## config.mk

```make
export PLATFORM = sky130hd
export DESIGN_NAME = bram_arbiter
export DESIGN_NICKNAME = d
export VERILOG_FILES = /design/src/rtl/bram_arb_pkg.sv /design/src/rtl/bram_arb_wdog.sv /design/src/rtl/bram_arbiter.sv
export SDC_FILE = /design/constraint.sdc
export NUM_CORES = 1
export LEC_CHECK = 0
export CAP_MARGIN = 20
export CORE_AREA = 3 3 123 125
export CTS_CLUSTER_DIAMETER = 150
export DETAILED_ROUTE_END_ITERATION = 10
export DIE_AREA = 0 0 126 128
export SETUP_SLACK_MARGIN = 0.1
export SLEW_MARGIN = 10
export SYNTH_ARGS = -nofsm -noshare
export SYNTH_HDL_FRONTEND = slang
export SYNTH_SLANG_ARGS = --single-unit
```

## constraint.sdc

```tcl
create_clock -name sys_clk -period 2.4 [get_ports sys_clk]
set_input_delay 0.6 -clock sys_clk [delete_from_list [all_inputs] [get_ports sys_clk]]
set_output_delay 0.6 -clock sys_clk [all_outputs]
set_load 0.005 [all_outputs]
```

## src/rtl/bram_arb_pkg.sv

```systemverilog
// bram_arb_pkg: shared state encoding and Wishbone widths for the BRAM arbiter
package bram_arb_pkg;
  typedef enum logic [1:0] {IDLE = 2'd0, GNT0 = 2'd1, GNT1 = 2'd2} state_t;
  localparam int dw = 32;
  localparam int sw = 4;
endpackage

```

## src/rtl/bram_arb_wdog.sv

```systemverilog
// bram_arb_wdog: counts stalled strobe cycles and flags err for one cycle at the limit
module bram_arb_wdog #(
  parameter int timeout = 16,
  parameter int tmr_width = 8
) (
  input  logic clk,
  input  logic rst_n,
  input  logic stall,
  input  logic clr,
  output logic err
);
  localparam logic [tmr_width:0] lim = (tmr_width+1)'(timeout - 1);
  localparam logic [tmr_width:0] one = (tmr_width+1)'(1);
  logic [tmr_width-1:0] cnt;
  logic [tmr_width:0] cur;
  // cur includes the present stalled cycle
  assign cur = {1'b0, cnt} + one;
  assign err = (timeout != 0) && stall && (cur >= lim);
  always_ff @(posedge clk or negedge rst_n)
    if (!rst_n) cnt <= '0;
    else cnt <= (clr || !stall || err) ? '0 : cur[tmr_width-1:0];
endmodule

```

## src/rtl/bram_arbiter.sv

```systemverilog
// bram_arbiter: round-robin two-master Wishbone arbiter for one BRAM slave
module bram_arbiter import bram_arb_pkg::*; #(
  parameter int timeout = 16,
  parameter int tmr_width = 8
) (
  input  logic          sys_clk,
  input  logic          sys_rst_n,
  input  logic          m0_cyc_i,
  input  logic          m0_stb_i,
  input  logic          m0_we_i,
  input  logic [dw-1:0] m0_adr_i,
  input  logic [dw-1:0] m0_dat_i,
  input  logic [sw-1:0] m0_sel_i,
  output logic [dw-1:0] m0_dat_o,
  output logic          m0_ack_o,
  output logic          m0_err_o,
  input  logic          m1_cyc_i,
  input  logic          m1_stb_i,
  input  logic          m1_we_i,
  input  logic [dw-1:0] m1_adr_i,
  input  logic [dw-1:0] m1_dat_i,
  input  logic [sw-1:0] m1_sel_i,
  output logic [dw-1:0] m1_dat_o,
  output logic          m1_ack_o,
  output logic          m1_err_o,
  output logic          s_cyc_o,
  output logic          s_stb_o,
  output logic          s_we_o,
  output logic [dw-1:0] s_adr_o,
  output logic [dw-1:0] s_dat_o,
  output logic [sw-1:0] s_sel_o,
  input  logic [dw-1:0] s_dat_i,
  input  logic          s_ack_i
);
  state_t state, nxt;
  logic last, g0, g1, stb, stall, err;
  always_ff @(posedge sys_clk or negedge sys_rst_n)
    if (!sys_rst_n) begin
      state <= IDLE;
      last <= 1'b1;
    end else begin
      state <= nxt;
      if (state != IDLE && nxt != state) last <= (state == GNT1);
    end
  // release is resolved before the round-robin pick, so handover skips IDLE
  always_comb begin
    nxt = state;
    if (state == GNT0) nxt = m0_cyc_i ? GNT0 : m1_cyc_i ? GNT1 : IDLE;
    else if (state == GNT1) nxt = m1_cyc_i ? GNT1 : m0_cyc_i ? GNT0 : IDLE;
    else nxt = (m0_cyc_i && m1_cyc_i) ? (last ? GNT0 : GNT1) : m0_cyc_i ? GNT0 : m1_cyc_i ? GNT1 : IDLE;
  end
  assign g0 = (state == GNT0);
  assign g1 = (state == GNT1);
  assign stb = g0 ? m0_stb_i : g1 ? m1_stb_i : 1'b0;
  assign s_cyc_o = g0 ? m0_cyc_i : g1 ? m1_cyc_i : 1'b0;
  assign s_stb_o = stb & ~err;
  assign s_we_o = g0 ? m0_we_i : g1 ? m1_we_i : 1'b0;
  assign s_adr_o = g0 ? m0_adr_i : g1 ? m1_adr_i : '0;
  assign s_dat_o = g0 ? m0_dat_i : g1 ? m1_dat_i : '0;
  assign s_sel_o = g0 ? m0_sel_i : g1 ? m1_sel_i : '0;
  assign stall = s_cyc_o & stb & ~s_ack_i;
  assign m0_ack_o = g0 & s_ack_i;
  assign m1_ack_o = g1 & s_ack_i;
  assign m0_err_o = g0 & err;
  assign m1_err_o = g1 & err;
  assign m0_dat_o = g0 ? s_dat_i : '0;
  assign m1_dat_o = g1 ? s_dat_i : '0;
  bram_arb_wdog #(.timeout(timeout), .tmr_width(tmr_width)) u_wdog (
    .clk(sys_clk),
    .rst_n(sys_rst_n),
    .stall(stall),
    .clr(nxt != state),
    .err(err)
  );
endmodule

```

Figure 1. Local utilization (run 1).
Scale: 3 px per µm. The die is cut into 13 by 13 equal tiles; black is low, pale yellow is high, 0 to 100% covered.
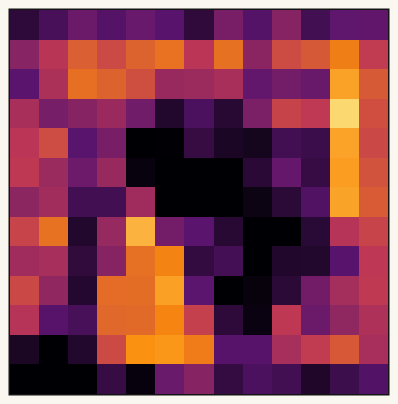
nearly empty tiles	10%
mean over tiles	34%
emptiest ninth of the die	centre
tiles over 75% full	5.3%
fullest tile	91%
densest ninth of the die	north-east

Figure 2. Ports around the boundary (run 1).
Scale: 3 px per µm. Pins as bars across the die edge, other pins in grey.
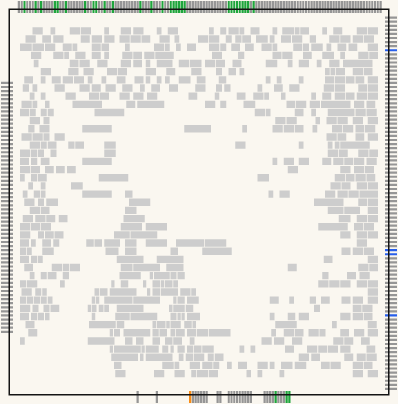
port	colour	pins	direction	edge
m0_sel_i	blue	4	input	east
s_adr_o	green	32	output	29 north, 3 south
m1_err_o	orange	1	output	south
all pins by edge	132 north, 92 east, 62 west, 30 south
Die Width: 126 µm
port bufs: 315
Die Y: 128 µm

Figure 3. Wiring by layer (run 1).
Scale: 2 px per µm.
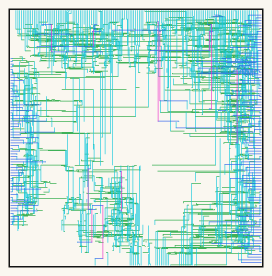
layer	colour	wire length
M2	cyan	8160 µm
M3	blue	1450 µm
M4	magenta	277 µm
M1	green	6310 µm
routed wirelength normalized by instance count: 21.2 µm
DRT Wirelength: 16.2 mm

==> reports/summary.rpt, run 1 <==
===============================================================================
Result of the run                                                  finished, violations left
Violations in the final reports                                    setup timing
Number of resized instances in the post-cts repair step                     436
Synth area leader                                                  sky130_fd_sc_hd__a22o_1
PnR worst setup slack                                                 -0.368 ns
Mi-comb count                                                               184
Worst Setup Slack post-DPL                                            -0.745 ns
Gate count of the mapped netlist                                            221
Required arrival time at the worst endpoint                             1.80 ns
Clk_buf instances                                                             4
Top power group                                                    combinational logic
Final total power                                                       2.10 mW
Total die area                                                        16100 µm²
Area share of xor/xnor cells in the synthesized design                   0.0102
Max-cap check violation count                                                 0
Gr usage total                                                            0.182
Clk root buf                                                       sky130_fd_sc_hd__clkbuf_16
Maximum ir drop on the vdd rail                                      0.000211 V
Hold EP                                                            u_wdog.cnt[0]
Area taken by flip-flops and latches                                    277 µm²
Total of endpoints with negative setup slack in the final report              3
Number of antenna cells inserted                                              0
Setup crit end kind                                                 output port
Number of flip-flops in the largest register                                  8
Clock sink count                                                             11
Regs by FF count                                                   u_wdog.cnt (8), state (2), last (1)
Filler cells                                                               1372
Hold path start                                                    u_wdog.cnt[0]
Met1 Track Usage GR                                                       0.222
Share of layout cells above drive strength 1                              0.348
Post-CTS repair timing setup buffer count                                    36
Post-route worst hold slack                                            0.513 ns
===============================================================================
==> inputs of run 2 (changes only) <==
- RECOVER_POWER: unset -> 50
- SKIP_CTS_REPAIR_TIMING: unset -> 1
Figure 4. Ports around the boundary (run 2).
Scale: 3 px per µm. Pins as bars across the die edge, other pins in grey.
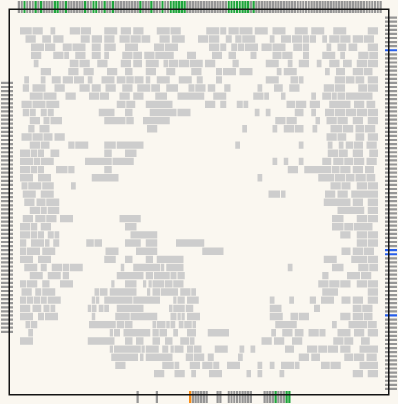
port	colour	pins	direction	edge
m0_sel_i	blue	4	input	east
m1_err_o	orange	1	output	south
s_adr_o	green	32	output	29 north, 3 south

==> reports/summary.rpt, run 2 <==
===============================================================================
Regs by FF count                                                   u_wdog.cnt (8), state (2), last (1)   unchanged
Die Width                                                                126 µm   unchanged
Max-cap check violation count                                                 0   unchanged
Final total power                                                       2.11 mW   was 2.10 mW
Mi-comb count                                                               184   unchanged
Share of layout cells above drive strength 1                              0.293   was 0.348
PnR worst setup slack                                                 -0.469 ns   was -0.368 ns
Clk root buf                                                       sky130_fd_sc_hd__clkbuf_16   unchanged
Port bufs                                                                   315   unchanged
Clock sink count                                                             11   unchanged
Total die area                                                        16100 µm²   unchanged
Met1 Track Usage GR                                                       0.201   was 0.222
Number of flip-flops in the largest register                                  8   unchanged
Maximum ir drop on the vdd rail                                      0.000211 V   about the same
Gr usage total                                                            0.153   was 0.182
Total of endpoints with negative setup slack in the final report             72   was 3
Die Y                                                                    128 µm   unchanged
Violations in the final reports                                    setup timing   unchanged
Post-route worst hold slack                                            0.517 ns   was 0.513 ns
Result of the run                                                  finished, violations left   unchanged
Required arrival time at the worst endpoint                             1.80 ns   about the same
===============================================================================
Figure 5. Wiring by layer (run 2).
Scale: 2 px per µm.
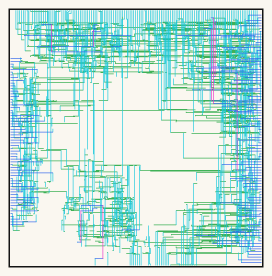
layer	colour	wire length
M4	magenta	218 µm
M2	cyan	8520 µm
M1	green	6380 µm
M3	blue	1530 µm

Power is estimated from default activity; no workload was simulated.
